`src/rtl/instr_decoder.sv`:
```
`default_nettype none
// ============================================================================
// Module      : instr_decoder
// Description : Control unit for the accumulator datapath. Fetches 8-bit
//               instructions over a req/ack memory port, owns the program
//               counter, and emits one-cycle EXEC strobes to the ALU,
//               accumulator, register file and carry register.
// Revision    : 1.0 - initial release
// ============================================================================
module instr_decoder #(
    parameter int PC_W     = 8,
    parameter int RESET_PC = 0
) (
    input  logic            clk,
    input  logic            rst,
    output logic            mem_req,
    output logic [PC_W-1:0] mem_addr,
    input  logic            mem_ack,
    input  logic [7:0]      mem_rdata,
    input  logic            cy,
    output logic [3:0]      alu_op,
    output logic            alu_ci,
    output logic            b_sel,
    output logic [7:0]      imm,
    output logic [3:0]      reg_addr,
    output logic            acc_we,
    output logic            reg_we,
    output logic            cy_ce,
    output logic            cy_clr,
    output logic            halted
);

    localparam logic [PC_W-1:0] c_reset_pc = PC_W'(RESET_PC);
    localparam logic [PC_W-1:0] c_pc_one   = PC_W'(1);

    // Controller states
    localparam logic [2:0] c_st_fetch  = 3'd0;
    localparam logic [2:0] c_st_decode = 3'd1;
    localparam logic [2:0] c_st_fetch2 = 3'd2;
    localparam logic [2:0] c_st_exec   = 3'd3;
    localparam logic [2:0] c_st_halt   = 3'd4;

    // Opcodes that need special handling in the sequencer / strobe logic
    localparam logic [3:0] c_op_add = 4'h0;
    localparam logic [3:0] c_op_adc = 4'h1;
    localparam logic [3:0] c_op_sub = 4'h2;
    localparam logic [3:0] c_op_sbc = 4'h3;
    localparam logic [3:0] c_op_and = 4'h4;
    localparam logic [3:0] c_op_or  = 4'h5;
    localparam logic [3:0] c_op_xor = 4'h6;
    localparam logic [3:0] c_op_not = 4'h7;
    localparam logic [3:0] c_op_mov = 4'h8;
    localparam logic [3:0] c_op_ldi = 4'h9;
    localparam logic [3:0] c_op_jmp = 4'hA;
    localparam logic [3:0] c_op_jc  = 4'hB;
    localparam logic [3:0] c_op_st  = 4'hC;
    localparam logic [3:0] c_op_clc = 4'hD;
    localparam logic [3:0] c_op_hlt = 4'hF;

    logic [2:0]      r_state;
    logic [PC_W-1:0] r_pc;
    logic [7:0]      r_instr;
    logic [7:0]      r_imm;

    logic [3:0]      w_opcode;
    logic            w_exec;
    logic [PC_W-1:0] w_target;
    logic [3:0]      w_alu_op;

    assign w_opcode = r_instr[7:4];
    assign w_exec   = (r_state == c_st_exec);

    // Jump target is the operand byte, truncated or zero-extended to PC width
    generate
        if (PC_W <= 8) begin : g_tgt_narrow
            assign w_target = r_imm[PC_W-1:0];
        end else begin : g_tgt_wide
            assign w_target = {{(PC_W-8){1'b0}}, r_imm};
        end
    endgenerate

    // Sequencer: fetch, decode, optional operand fetch, execute, halt
    always_ff @(posedge clk) begin
        if (rst) begin
            r_state <= c_st_fetch;
            r_pc    <= c_reset_pc;
            r_instr <= 8'h00;
            r_imm   <= 8'h00;
        end else begin
            case (r_state)
                c_st_fetch: begin
                    if (mem_ack) begin
                        r_instr <= mem_rdata;
                        r_pc    <= r_pc + c_pc_one;
                        r_state <= c_st_decode;
                    end
                end
                c_st_decode: begin
                    if (w_opcode == c_op_hlt) begin
                        r_state <= c_st_halt;
                    end else if (w_opcode == c_op_ldi || w_opcode == c_op_jmp ||
                                 w_opcode == c_op_jc) begin
                        r_state <= c_st_fetch2;
                    end else begin
                        r_state <= c_st_exec;
                    end
                end
                c_st_fetch2: begin
                    if (mem_ack) begin
                        r_imm   <= mem_rdata;
                        r_pc    <= r_pc + c_pc_one;
                        r_state <= c_st_exec;
                    end
                end
                c_st_exec: begin
                    // Branch condition uses the carry as seen during EXEC
                    if (w_opcode == c_op_jmp || (w_opcode == c_op_jc && cy)) begin
                        r_pc <= w_target;
                    end
                    r_state <= c_st_fetch;
                end
                c_st_halt: begin
                    r_state <= c_st_halt;
                end
                default: begin
                    r_state <= c_st_fetch;
                end
            endcase
        end
    end

    // ALU opcode map; held stable from the latched instruction in every state
    always_comb begin
        w_alu_op = 4'b0000;
        case (w_opcode)
            c_op_add, c_op_adc: w_alu_op = 4'b0000;
            c_op_sub, c_op_sbc: w_alu_op = 4'b0001;
            c_op_and:           w_alu_op = 4'b0010;
            c_op_or:            w_alu_op = 4'b0011;
            c_op_xor:           w_alu_op = 4'b0100;
            c_op_not:           w_alu_op = 4'b0101;
            c_op_mov, c_op_ldi: w_alu_op = 4'b0110;
            default:            w_alu_op = 4'b0000;
        endcase
    end

    assign alu_op   = w_alu_op;
    assign alu_ci   = (w_opcode == c_op_adc || w_opcode == c_op_sbc) & cy;
    assign b_sel    = (w_opcode == c_op_ldi);
    assign imm      = r_imm;
    assign reg_addr = r_instr[3:0];

    // Datapath strobes exist only during the single EXEC cycle
    assign acc_we = w_exec & (w_opcode <= c_op_ldi);
    assign reg_we = w_exec & (w_opcode == c_op_st);
    assign cy_ce  = w_exec & (w_opcode == c_op_add || w_opcode == c_op_adc ||
                              w_opcode == c_op_clc);
    assign cy_clr = w_exec & (w_opcode == c_op_clc);

    assign mem_req  = (r_state == c_st_fetch) || (r_state == c_st_fetch2);
    assign mem_addr = r_pc;
    assign halted   = (r_state == c_st_halt);

endmodule
`default_nettype wire
```
`config.mk`:
```
export PLATFORM = sky130hd
export DESIGN_NAME = instr_decoder
export DESIGN_NICKNAME = d
export VERILOG_FILES = /design/src/rtl/instr_decoder.sv
export SDC_FILE = /design/constraint.sdc
export NUM_CORES = 1
export LEC_CHECK = 0
export CAP_MARGIN = 15
export CORE_MARGIN = 4
export CORE_UTILIZATION = 51
export DETAILED_ROUTE_END_ITERATION = 10
export GPL_TIMING_DRIVEN = 0
export PLACE_DENSITY = 0.89
export SLEW_MARGIN = 20
export SYNTH_ARGS = -nofsm -noshare
export SYNTH_HDL_FRONTEND = slang
export SYNTH_SLANG_ARGS = --single-unit
```
`constraint.sdc`:
```
create_clock -name clk -period 2.65 [get_ports clk]
set_input_delay 0.3975 -clock clk [delete_from_list [all_inputs] [get_ports clk]]
set_output_delay 0.3975 -clock clk [all_outputs]
set_load 0.05 [all_outputs]
```
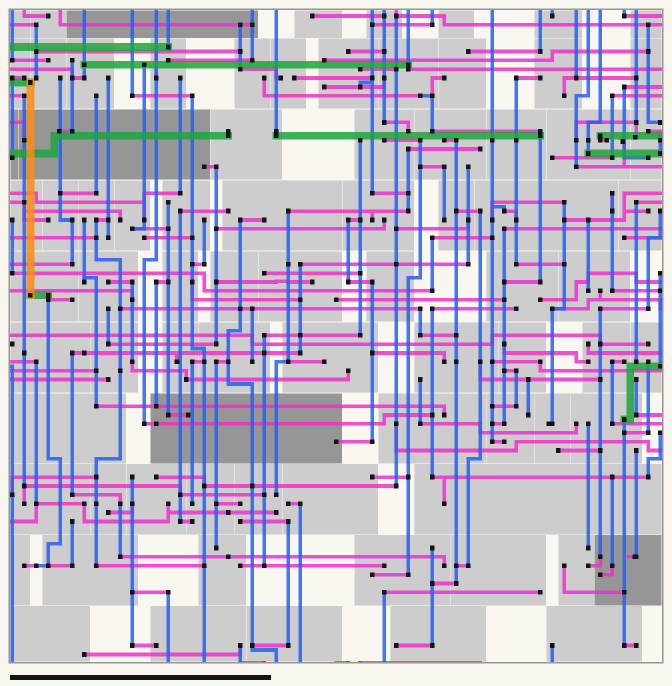
zoom.png
The bar under the picture is 10 um long. Region (19, 6) to (44, 31) um. Cells in gray, sequential cells in the stronger gray; small squares are vias.
green -> met3
magenta -> met1
blue -> met2
orange -> met4
most frequent = clkdlybuf4s50_1 (9), nand2_1 (8)
cells with their middle in the window = 67
sequential cells in the window = 2
netlist names of flops here include = r_instr (2)

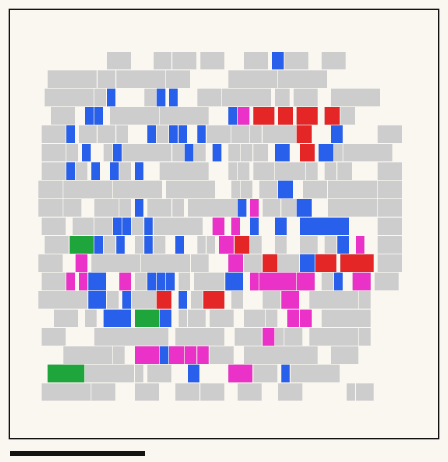
gate_families.png
The bar under the picture is 20 um long.
green -> multiplexers  # cells 3, most used mux2i_1
blue -> NAND gates  # cells 53, most used nand2_1
red -> AND and OR gates  # cells 12, most used or3_1
magenta -> NOR gates  # cells 24, most used nor3_1

==> summary.txt <==
Summary of implementation figures.

Timing
The shortest clock period the worst path allows after layout is 2.551 ns. Summed over all failing endpoints, the final setup total negative slack is 0 ns. The final-report setup violation count is 0. The final timing summary puts the cycle share of the worst path at 96.25%.

Headroom to the max-slew limit came out at 64.36%. In the post-route analysis, the smallest setup slack over all paths is 0.09946 ns. The number of slew-limit violations in the final report is 0. At the pin with the least slew margin, the transition time is 0.5330 ns. Setup repair after global routing left no endpoint under its margin. The final worst hold slack is 0.4591 ns. Per the final timing report, the hold violations number 0. The maximum operating frequency is 0.3921 GHz.

Final layout
The finished layout reports a core utilization of 75.28%. The final-layout fill cell count is 212. The area taken by flip-flops and latches is 600.6 um^2. In the layout the commonest cells are clkdlybuf4s50_1, nand2_1, dfxtp_1, a21oi_1, nor3_1. The layout report lists the multi-input gate area as 818.3 um^2. The number of nets in the layout is 256.

The final instance area is 2130 um^2. The number of diodes is 0. The most common logic cell in the routed design is clkdlybuf4s50_1. The tally of non-filler cells in the final layout is 275. The area growth from synthesis to final layout is 36.82%. The post-route netlist has 12.30% of its cells at a drive strength greater than 1.

Worst setup path
The number of cells on the worst reg-to-reg path is 6. The data arrival time of the critical path is 2.15 ns. The critical path in this run is classified as reg2out. The capture point of the critical path is reg_we. In this run the worst path has a maximum fanout of 10.

The end of the worst register-to-register path is alu_op[2]. The setup slack on the worst flop-to-flop path is 0.91 ns. STA classifies the critical path endpoint as an output port.

The worst register-to-register path begins at r_state[0]. The timing startpoint of the critical path is r_state[1]. The critical path endpoint has a required time of 2.25 ns. The worst setup path is launched from a flop.

Placement
The weighted congestion at the end of routability-driven global placement is 0.8732. Per the placement report, the placed cell count is 267. Per the detailed placement report, the placed cell area equals 2016 um^2. Once detailed placement completed, the half-perimeter wirelength came to 2.704 mm.

The number of I/O port buffers is 42. The post-placement setup slack is 0.2405 ns.

Detailed routing
The first-pass iteration count of the detailed router is 5. The routed via count divided by cell count is 5.607. In the routed design, unresolved DRC markers number 0. The total wirelength of the detailed-routed design is 3.888 mm. The detail route stage leaves a number of antenna-violating nets equal to 0. For this block, the via count after detailed routing is 1,542.

The violation tally from detailed-route iteration zero is 122. For this sky-water flow run, the detailed-routed wirelength per cell is reported as 14.14 um.

Die
After floorplanning, the core was divided into 19 placement rows. From left edge to right edge, the die measures 63.25 um. The y dimension of the die is 63.25 um. The floorplan core density is 55.02%.

The die covers 4000 um^2. 44 I/O pins were placed. The core box area is 2829 um^2.

Global route
The number of global-route vias before repair came to 1,414. Recorded from the global router log, the overflow total was 0. The first global-routing pass estimated 6.437 mm of wire. The largest net degree at the start of global routing is 11. The global router's overall resource usage is 20.22%.

The number of antenna violations at the first check in global routing is 0.

Logic synthesis
The Yosys warning count is 0. After synthesis, the design contains 194 cells according to Yosys. The synthesized design contains 30 register bits. Sequential elements use 38.59% of the synthesized area. Synthesis produced 194 cells. In the synthesis report, Yosys lists the chip area as 1556 um^2. Each instance of the synthesized netlist takes up on average 8.023 um^2.

Yosys mapped the design onto 42 distinct sky130hd cell types. The synthesized netlist occupies a cell area of 1556 um^2. The number of nets handed over by synthesis was 207.

Clocking
The buffer count from post-CTS setup fixing is 0. In the CTS report, the clock slew at the register clock pins of the worst setup and hold paths is listed as 0.10 ns. Per the CTS log, the maximum H-tree level is 2. The total CTS buffers is 5. TritonCTS built the clock tree. The root cell of the clock tree is clkbuf_4.

The clock sink count is 30. The maximum count of clock buffers along a single path is 2.

Power and ir drop
Summed over all cells, the static leakage comes to 0.8321 nW. The internal portion of total power is 0.8927 mW. The switching power share of the total is 27.80%. Per the OpenROAD power report, switching power amounts to 0.3437 mW.

The power after layout is 1.236 mW. Looking at the power breakdown, combinational cells take 21.1% of the total. The worst IR drop on VDD is 549.1 uV. The fraction of power consumed by sequential logic is 39.4%. In this run the power density over the cells is 580.6 nW/um^2.

Run
The report counts max-capacitance violations totalling 0. The number of warnings in the stage logs is 26.

Hold path
The path category of the worst min-delay check is reg2reg.

Status
The run finished with clean final reports.
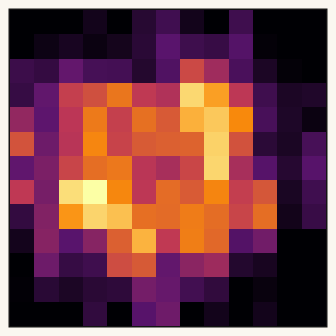
wire_density.png
13 x 13 tiles, from black (low) to pale yellow (high), scaled to the fullest tile. Values are wire area over tile area, all layers added.
mean over tiles = 0.16
densest ninth of the die = middle
fullest tile = 0.51
emptiest ninth of the die = bottom right

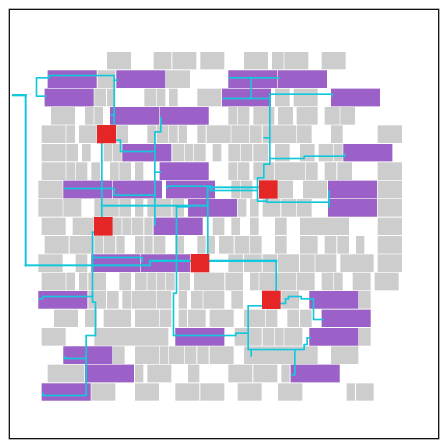
clock_map.png
cyan -> clock wires  # length 393 um
purple -> flip-flops  # count 30
red -> cells driving clock nets  # count 5
routed clock nets = 6
Clock Power Share: 39.4%
post-route clock skew: 0.01559 ns
clk_lat worst skew: 0.33 ns
Clk. pwr: 0.488 mW

-- worst min path at each step --
stage,startpoint,end,depth (start not counted)
3_5_place_dp,r_instr[3],r_instr[3],2
4_1_cts,r_instr[1],r_instr[1],2
5_1_grt,r_instr[3],r_instr[3],2
6_report,r_instr[1],r_instr[1],2
3_3_place_gp,r_instr[3],r_instr[3],2
2_1_floorplan,r_instr[0],r_instr[0],2
-- critical path, stage by stage, from the launching register on --
cell	delay, ns
dfxtp_1	0.34
buf_2	0.23
nand3b_4	0.15
nor4_1	0.26
clkdlybuf4s50_1	0.85
-- what timing repair did --
item | CTS | global route
hold buffers | 0 | 0
resized | 0 | 1
endpoints found under the setup margin | 0 | 1
-- power groups by stage --
stage	Combinational (mW)	Clock, mW	Sequential (mW)
finish	0.261	0.488	0.488
global route	0.280	0.512	0.492
CTS	0.261	0.490	0.487
detailed placement	0.259	0	0.498
global placement	0.256	0	0.498
floorplan	0.143	0	0.533
-- logic make-up (layout without fill, tap and decap cells) --
family / Yosys count / in the layout / synth area share, %
adders and majority gates: 2 / 2 / 1.447
and+or+nand+nor: 89 / 89 / 31.51
muxes: 3 / 3 / 2.251
DFF: 30 / 30 / 38.59
other: 1 / 1 / 0.2409
buffers and inverters: 25 / 75 / 8.843
AOI/OAI and AO/OA: 44 / 44 / 17.12
-- registers in the layout, indices dropped and copies added, names as in the netlist --
register,flops
alu_op,3
r_state,3
imm,8
r_instr,8
mem_addr,8
-- cell type report --
cell class	count	area share (%)
plain buffers	20	5.582
clock buffers	6	2.409
clock inverters	2	2.820
inverters	5	0.8813
multi-input cells	139	38.43
flip-flops and latches	30	28.20
well taps	31	1.821
repair buffers	42	19.86
-- Yosys cell counts, drive strengths merged --
library cell | count | area share [%]
o21a | 2 | 0.96
nor3b | 3 | 1.4
nor4b | 1 | 0.96
nand3b | 4 | 2.7
nor4 | 2 | 0.80
o221ai | 1 | 0.56
inv | 5 | 1.2
nor2 | 6 | 1.4
dfxtp | 30 | 39
and3 | 2 | 0.80
o21ai | 2 | 0.64
o21ba | 1 | 0.64
nor4bb | 2 | 1.3
conb | 1 | 0.24
a21oi | 26 | 8.6
nand2 | 38 | 9.6
and4 | 3 | 1.7
or3 | 4 | 1.6
clkbuf | 5 | 1.2
nor2b | 1 | 0.40
and2 | 1 | 0.40
nand3 | 6 | 1.9
nor3 | 9 | 2.9
mux2 | 1 | 0.96
a31oi | 5 | 2.0
maj3 | 1 | 0.64
o211ai | 2 | 0.96
nand2b | 1 | 0.40
a211oi | 2 | 0.96
mux2i | 2 | 1.3
and3b | 1 | 0.56
a211o | 2 | 1.1
o211a | 1 | 0.64
buf | 15 | 6.4
or4b | 1 | 0.88
nand4 | 4 | 1.6
ha | 1 | 0.80
-- routing by layer --
metal	vias to the layer above	GRT usage, %	routed length (um)
met5	-	0	0
met4	0	9.704	63
met3	8	5.506	289
met2	62	32.15	1809
met1	694	25.25	1725
li1	778	-	-
Power figures rest on the tool's default switching activity, not on a simulated workload.
